--- src/rtl/sync_fifo_wm.sv ---
// sync_fifo_wm: single-clock val/rdy FIFO with arbitrary depth, occupancy
// count, almost-full/almost-empty watermarks and synchronous flush.
// Optional: define SYNC_FIFO_BYPASS_EN for zero-latency pass-through when empty.
module sync_fifo_wm #(
  parameter int p_num_entries   = 8,
  parameter int p_bit_width     = 8,
  parameter int p_afull_thresh  = 6,
  parameter int p_aempty_thresh = 1,
  localparam int CW = $clog2(p_num_entries + 1),
  localparam int PW = (p_num_entries > 1) ? $clog2(p_num_entries) : 1
) (
  input  logic                   clk,
  input  logic                   async_rst,
  input  logic                   flush,
  input  logic [p_bit_width-1:0] istream_msg,
  input  logic                   istream_val,
  output logic                   istream_rdy,
  output logic [p_bit_width-1:0] ostream_msg,
  output logic                   ostream_val,
  input  logic                   ostream_rdy,
  output logic [CW-1:0]          count,
  output logic                   almost_full,
  output logic                   almost_empty
);

  logic [p_bit_width-1:0] mem [p_num_entries];
  logic [PW-1:0]          wr_ptr, rd_ptr;
  logic                   full, empty, push, pop;

  assign full  = (count == CW'(p_num_entries));
  assign empty = (count == '0);

  // Ready depends only on registered occupancy, never on ostream_rdy;
  // held low while reset is applied.
  assign istream_rdy = !full && !flush && !async_rst;

`ifdef SYNC_FIFO_BYPASS_EN
  logic bypass;
  // Empty queue with incoming data: present it straight at the output.
  assign bypass      = empty && istream_val && !flush && !async_rst;
  assign ostream_val = (!empty || bypass) && !flush;
  assign ostream_msg = empty ? istream_msg : mem[rd_ptr];
  // A bypassed word consumed this cycle is never stored.
  assign push        = istream_val && istream_rdy && !(bypass && ostream_rdy);
`else
  assign ostream_val = !empty && !flush;
  assign ostream_msg = mem[rd_ptr];
  assign push        = istream_val && istream_rdy;
`endif

  // Only stored words are popped; a bypassed word never touches rd_ptr.
  assign pop = ostream_val && ostream_rdy && !empty;

  assign almost_full  = (count >= CW'(p_afull_thresh));
  assign almost_empty = (count <= CW'(p_aempty_thresh));

  // Storage write; contents need no reset.
  always_ff @(posedge clk) begin
    if (push) mem[wr_ptr] <= istream_msg;
  end

  // Pointers and occupancy; explicit wrap so any depth works.
  always_ff @(posedge clk or posedge async_rst) begin
    if (async_rst) begin
      wr_ptr <= '0;
      rd_ptr <= '0;
      count  <= '0;
    end else if (flush) begin
      wr_ptr <= '0;
      rd_ptr <= '0;
      count  <= '0;
    end else begin
      if (push) wr_ptr <= (wr_ptr == PW'(p_num_entries - 1)) ? '0 : wr_ptr + 1'b1;
      if (pop)  rd_ptr <= (rd_ptr == PW'(p_num_entries - 1)) ? '0 : rd_ptr + 1'b1;
      case ({push, pop})
        2'b10:   count <= count + 1'b1;
        2'b01:   count <= count - 1'b1;
        default: count <= count;
      endcase
    end
  end

endmodule

--- config.mk ---
export PLATFORM = sky130hd
export DESIGN_NAME = sync_fifo_wm
export DESIGN_NICKNAME = d
export VERILOG_FILES = /design/src/rtl/sync_fifo_wm.sv
export SDC_FILE = /design/constraint.sdc
export NUM_CORES = 1
export LEC_CHECK = 0
export ABC_AREA = 1
export CAP_MARGIN = 5
export CORE_MARGIN = 5
export CORE_UTILIZATION = 40
export DETAILED_ROUTE_END_ITERATION = 7
export GPL_TIMING_DRIVEN = 0
export HOLD_SLACK_MARGIN = 0.15
export RECOVER_POWER = 50
export SYNTH_ARGS = -nofsm -noshare
export SYNTH_HDL_FRONTEND = slang
export SYNTH_SLANG_ARGS = --single-unit
--- constraint.sdc ---
create_clock -name clk -period 2.81 [get_ports clk]
set_input_delay 0.562 -clock clk [delete_from_list [all_inputs] [get_ports clk]]
set_output_delay 0.562 -clock clk [all_outputs]
set_load 0.03 [all_outputs]
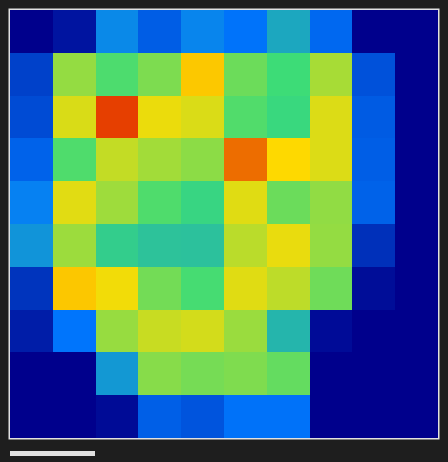
Fig. 1. Placement density heat map (run 1).
Bar = 20 um. The die is cut into 10 by 10 equal tiles; dark blue is low, red is high, 0 to 100% covered.
- mean over tiles: 37%
- densest ninth of the die: center
- emptiest ninth of the die: lower right
- nearly empty tiles: 21%
- fullest tile: 93%

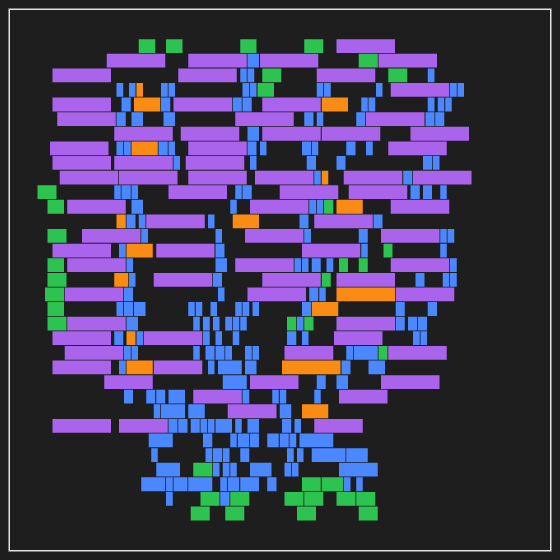
Fig. 2. Placed cells, one color a class (run 1).
- remaining buffers and delay cells: green (cells 37)
- registers: purple (cells 74)
- clock drivers and dummy loads: orange (cells 16)
- remaining logic cells: blue (cells 205)

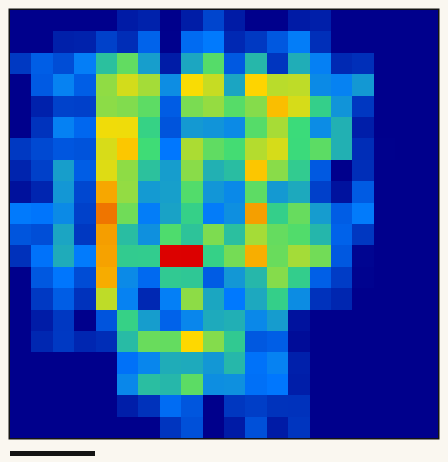
Fig. 3. Routed metal per tile (run 1).
Bar = 20 um. The die is cut into 20 by 20 equal tiles; dark blue is low, red is high, scaled to the fullest tile. Values are wire area over tile area, all layers added.
- densest ninth of the die: center
- tiles over half the peak: 17%
- fullest tile: 0.47
- emptiest ninth of the die: lower right
- nearly empty tiles: 32%
- mean over tiles: 0.11

==> flow_metrics.tcl, run 1 <==
# flow metrics
set metrics [dict create \
    drive_above_1_share_pct 11.1 \
    cts-root-buf "clkbuf_8" \
    top_cells_by_area "edfxtp_1 (59%), dfrtp_1 (7.6%), nor2_1 (5.8%), nand2_1 (5.1%), o21ai_1 (4.1%)" \
    worst_slew_pin_slew_ns 0.835 \
    die-width_um 101 \
    r2r-start "count[1]" \
    cts.sinks 74 \
    fill_cells 769 \
    htreeDepth 3 \
    overflow 0 \
    cts_setup_buffers 0 \
    power_frac_seq_pct 41.9 \
    ctsHoldBuffers 0 \
    drt-met1-wl_um 3230 \
    finalSetupViolations 0 \
    path_max_fanout 7 \
    tns_ns 0 \
    grt_max_degree 13 \
    hold_slack_ns 0.604 \
    pwr-share-clk_pct 28.6 \
    p_int_mw 2.04 \
    met3_usage_pct 3.11 \
    status "finished, final reports clean" \
    routabilityCongestion 0.781 \
    design.portCount 29 \
]
## run 1: power by group through the flow
stage | registers, mW | logic (mW) | clock network, mW
2_1_floorplan | 1.32 | 0.591 | 0
3_5_place_dp | 1.30 | 0.950 | 0
6_report | 1.28 | 0.901 | 0.872
3_3_place_gp | 1.30 | 0.943 | 0
4_1_cts | 1.28 | 0.919 | 0.880
5_1_grt | 1.29 | 0.991 | 0.931
## run 1: synth_stat cells
master,number
buf_2,7
nand3_4,2
o21a_1,1
nor2_8,1
xnor2_1,2
o22ai_1,2
edfxtp_1,64
nand2_4,2
nand3_1,6
a31oi_1,8
clkbuf_1,2
nand2_1,45
nand4_1,1
o21ai_1,27
ha_1,8
buf_6,1
nand3_2,1
clkinv_1,1
nand2_2,5
nor2_2,1
dfrtp_1,10
inv_1,11
xor2_1,2
nor2_1,51
o21ai_0,14
inv_2,4
a21oi_1,9
bufinv_8,1
## run 1: flip-flops by register name (all words and copies together), names as in the netlist
| name | count |
|---|---|
| count | 4 |
| mem | 64 |
| rd_ptr | 3 |
| wr_ptr | 3 |
## run 1: through the flow
step           utilization (%)  total power, mW  cell area, um2  worst slack (ns)
2_1_floorplan                -             1.91            3280             0.643
3_3_place_gp              45.6             2.24            3690            0.0407
3_5_place_dp              45.6             2.25            3690           0.00686
4_1_cts                   48.1             3.08            3890             0.132
5_1_grt                   47.9             3.21            3870            0.0106
6_report                  47.9             3.05            3870             0.163
## run 1: cell families after synthesis
logic type,synth area share [%]
AOI/OAI and AO/OA,9.76
xor gates and xnor gates,1.07
adders and majority gates,3.05
buffers and inverters,4.00
DFF,66.2
and+or+nand+nor,15.9
## run 1: cell type report
cell class / instances / area [um2] / share of cell area (%)
Tap cell: 105 / 131 / 3.39
Sequential cell: 74 / 2170 / 56.1
Timing Repair Buffer: 28 / 272 / 7.01
Clock buffer: 10 / 128 / 3.29
Multi-Input combinational cell: 188 / 960 / 24.8
Inverter: 17 / 78.8 / 2.03
Buffer: 9 / 51.3 / 1.32
Clock inverter: 6 / 81.3 / 2.10
## run 1: critical path: cells and delay by family (launching register included)
family        cells  cell delay (ns)
buf+inv           3             0.84
simple gates      2             0.18
flops             1             0.46
fa+ha+maj         1             0.25
## run 1: cells in the final DEF (no fill, tap or decap), types with 3 or more instances in the layout
cell type,n
nand3_1,7
inv_1,12
buf_2,7
dfrtp_1,10
clkdlybuf4s50_1,11
dlygate4sd3_1,9
inv_2,3
dlygate4sd2_1,7
edfxtp_1,64
ha_1,8
nor2_1,51
clkbuf_8,9
a31oi_1,8
a21oi_1,9
nand2_1,47
o21ai_0,15
nand2_2,3
o21ai_1,26
clkinv_2,3
## run 1: path summary, 6_finish.rpt
path,cells after the start,endpoint
setup / recovery,6,ostream_val
hold / removal,2,wr_ptr[0]
setup reg to reg,7,mem[5][0]
hold reg to reg,2,wr_ptr[0]
max in group asynchronous,2,wr_ptr[1]
min in group asynchronous,2,count[2]
## run 1: repair_timing
item                                   in CTS  in global routing
setup endpoints to repair                   8                  1
gates resized                              10                  1
endpoints found under the hold margin       0                  0
pin swaps                                   0                  0
Fig. 4: run 1, sizing map
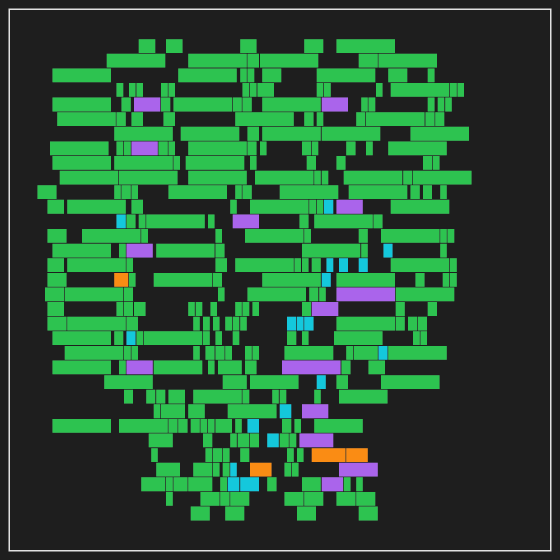

## Run 2: what changed since run 1
--- a/config.mk
+++ b/config.mk
@@ -13,6 +13,7 @@
 export GPL_TIMING_DRIVEN = 0
 export HOLD_SLACK_MARGIN = 0.15
 export RECOVER_POWER = 50
+export SETUP_SLACK_MARGIN = 0.5
 export SYNTH_ARGS = -nofsm -noshare
 export SYNTH_HDL_FRONTEND = slang
 export SYNTH_SLANG_ARGS = --single-unit
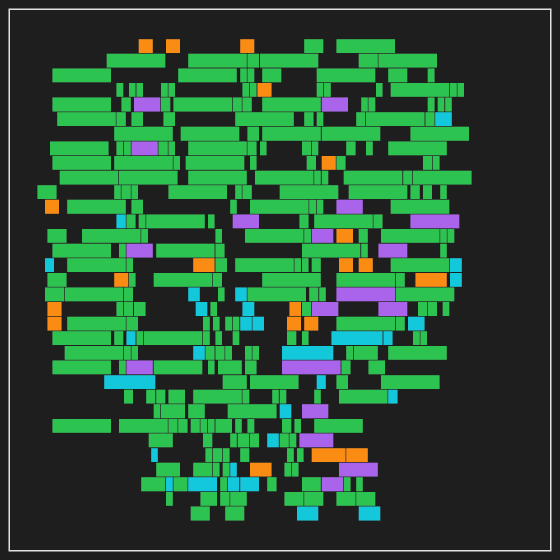
Fig. 5. Sizing map (run 2).
- x2: cyan (cells 30)
- x1 and smaller: green (cells 267)
- x6 and larger: purple (cells 18)
- x3 and x4: orange (cells 20)

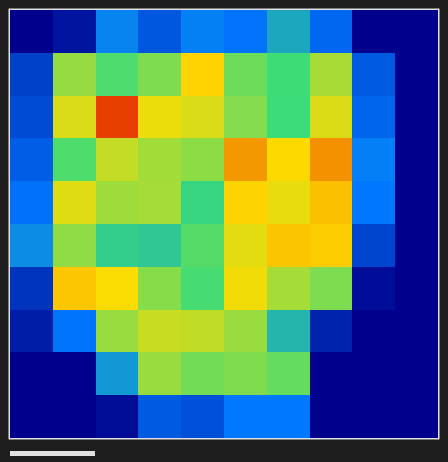
Fig. 6. Placement density heat map (run 2).
Bar = 20 um. The die is cut into 10 by 10 equal tiles; dark blue is low, red is high, 0 to 100% covered.
- nearly empty tiles: 21%
- emptiest ninth of the die: lower right
- fullest tile: 93%
- mean over tiles: 38%
- densest ninth of the die: center
- tiles over 75% full: 10%

==> run 2 against run 1 <==
  * Cell area increased by 3.1%
  * Clock power about the same
  * Die size unchanged
  * Flip-flop count unchanged
  * Via count about the same
  * Sequential power barely moved
  * Sequential share of layout area down 1.6 points
  * Clock skew is 0.00098 ns lower
  * Core utilization rose by 1.5 points
  * Global-route usage about the same
  * Final cell count increased by 0.69%
  * Register-to-register slack better by 0.25 ns
  * Largest cell class unchanged
  * Highest routed layer unchanged
==> flow_metrics.tcl, run 2 <==
# flow metrics
set metrics [dict create \
    hold_depth 2 \
    drive_above_1_share_pct 20.3 \
    top_cell "edfxtp_1" \
    reg_top3 "mem (64), count (4)" \
    largest_register_ffs 64 \
    grt_max_degree 13 \
    status "finished, final reports clean" \
    top_register "mem" \
    placedInstanceArea_mm2 0.00369 \
    pwr-share-clk_pct 27.8 \
    cts.sinks 74 \
    synth-async-reset-ratio_pct 13.5 \
    p_int_mw 2.10 \
    yosys-top-cells-count "edfxtp_1 (64), nor2_1 (51), nand2_1 (45)" \
    top_cells_by_area "edfxtp_1 (59%), dfrtp_1 (7.6%), nor2_1 (5.8%), nand2_1 (5.1%), o21ai_1 (4.1%)" \
    overflow 0 \
    edf_count 64 \
    power_frac_seq_pct 40.9 \
    htreeDepth 3 \
    r2r_end "mem[5][0]" \
    finalWorstSetupSlack_ns 0.432 \
    flop_cell "edfxtp_1" \
    fin_area_mm2 0.00399 \
    r2r-start "count[0]" \
    holdPathEnd "wr_ptr[0]" \
    cp_num_buf_inv 2 \
]
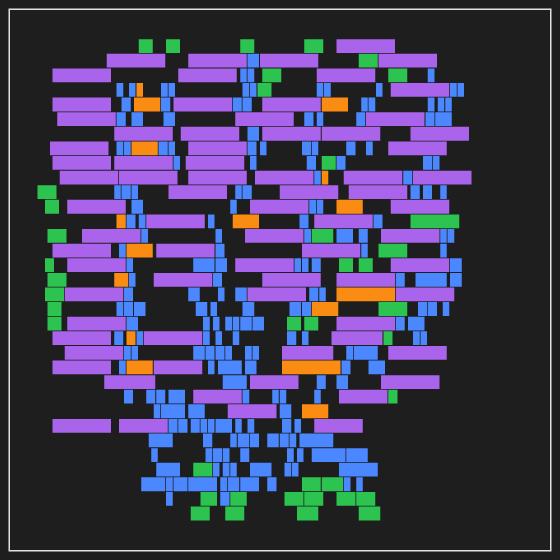
Fig. 7. Placed cells, one color a class (run 2).
flop share of the area: 54.5%
row count: 33

[run 2: worst max path at each step]
stage	end	slack, ns	cells past startpoint
final	mem[5][0]	0.43	6
after global routing	mem[5][0]	0.26	6
after CTS	ostream_msg[2]	0.37	5
after detailed placement	ostream_msg[2]	0.007	4
after global placement	ostream_msg[2]	0.04	4
after floorplan	almost_full	0.64	4
[run 2: final cells by class]
cell class / instances / area [um2]
well taps: 105 / 131
flip-flops and latches: 74 / 2180
fillers: 759 / 4100
clock inverters: 6 / 81.3
multi-input cells: 188 / 1010
clock buffers: 10 / 128
inverters: 17 / 86.3
plain buffers: 10 / 95.1
repair buffers: 30 / 288
[run 2: timing repair]
item                                    CTS  global route
endpoints found under the setup margin   56            63
pin swaps                                 0             3
buffers inserted                          0             1
gates resized                            77            33
gates cloned                              0             1
[run 2: worst register-to-register path, cell delays in order (launching register included)]
cell and delay, ns:
dfrtp_1 0.44, inv_2 0.10, ha_2 0.22, nand3_2 0.08, nand3_1 0.19, inv_1 0.20, nand2_1 0.19, nor2_2 0.46
[run 2: through the flow]
stage          power [mW]  hold WS (ns)  cells
6_report             3.14         0.605    440
5_1_grt              3.30         0.630    440
4_1_cts              3.11         0.554    438
3_5_place_dp         2.25         0.593    422
3_3_place_gp         2.24         0.577    422
2_1_floorplan        1.91         0.402    289
[run 2: logic make-up after synthesis]
family	after synthesis	synth area share, %
adders and majority gates	8	3.05
buffers and inverters	27	4.00
AOI/OAI and AO/OA	61	9.76
xor gates and xnor gates	4	1.07
and+or+nand+nor	115	15.9
DFF	74	66.2
[run 2: power groups by stage]
stage	logic [mW]	clock network [mW]	registers (mW)
6_report	0.983	0.874	1.29
5_1_grt	1.08	0.930	1.29
4_1_cts	0.942	0.880	1.28
3_5_place_dp	0.950	0	1.30
3_3_place_gp	0.943	0	1.30
2_1_floorplan	0.591	0	1.32
[run 2: metal layers]
metal  up-vias  routed length [um]  track usage, %  part of all wire [%]
met5         -                   0               0                     0
met4         0                  47            6.74                  0.66
met3         4                 320            3.04                   4.5
met2        44                3270            21.9                    46
met1      1056                3450            20.7                    49
li1       1089                   -               -                     -
Power and IR drop assume default switching activity.
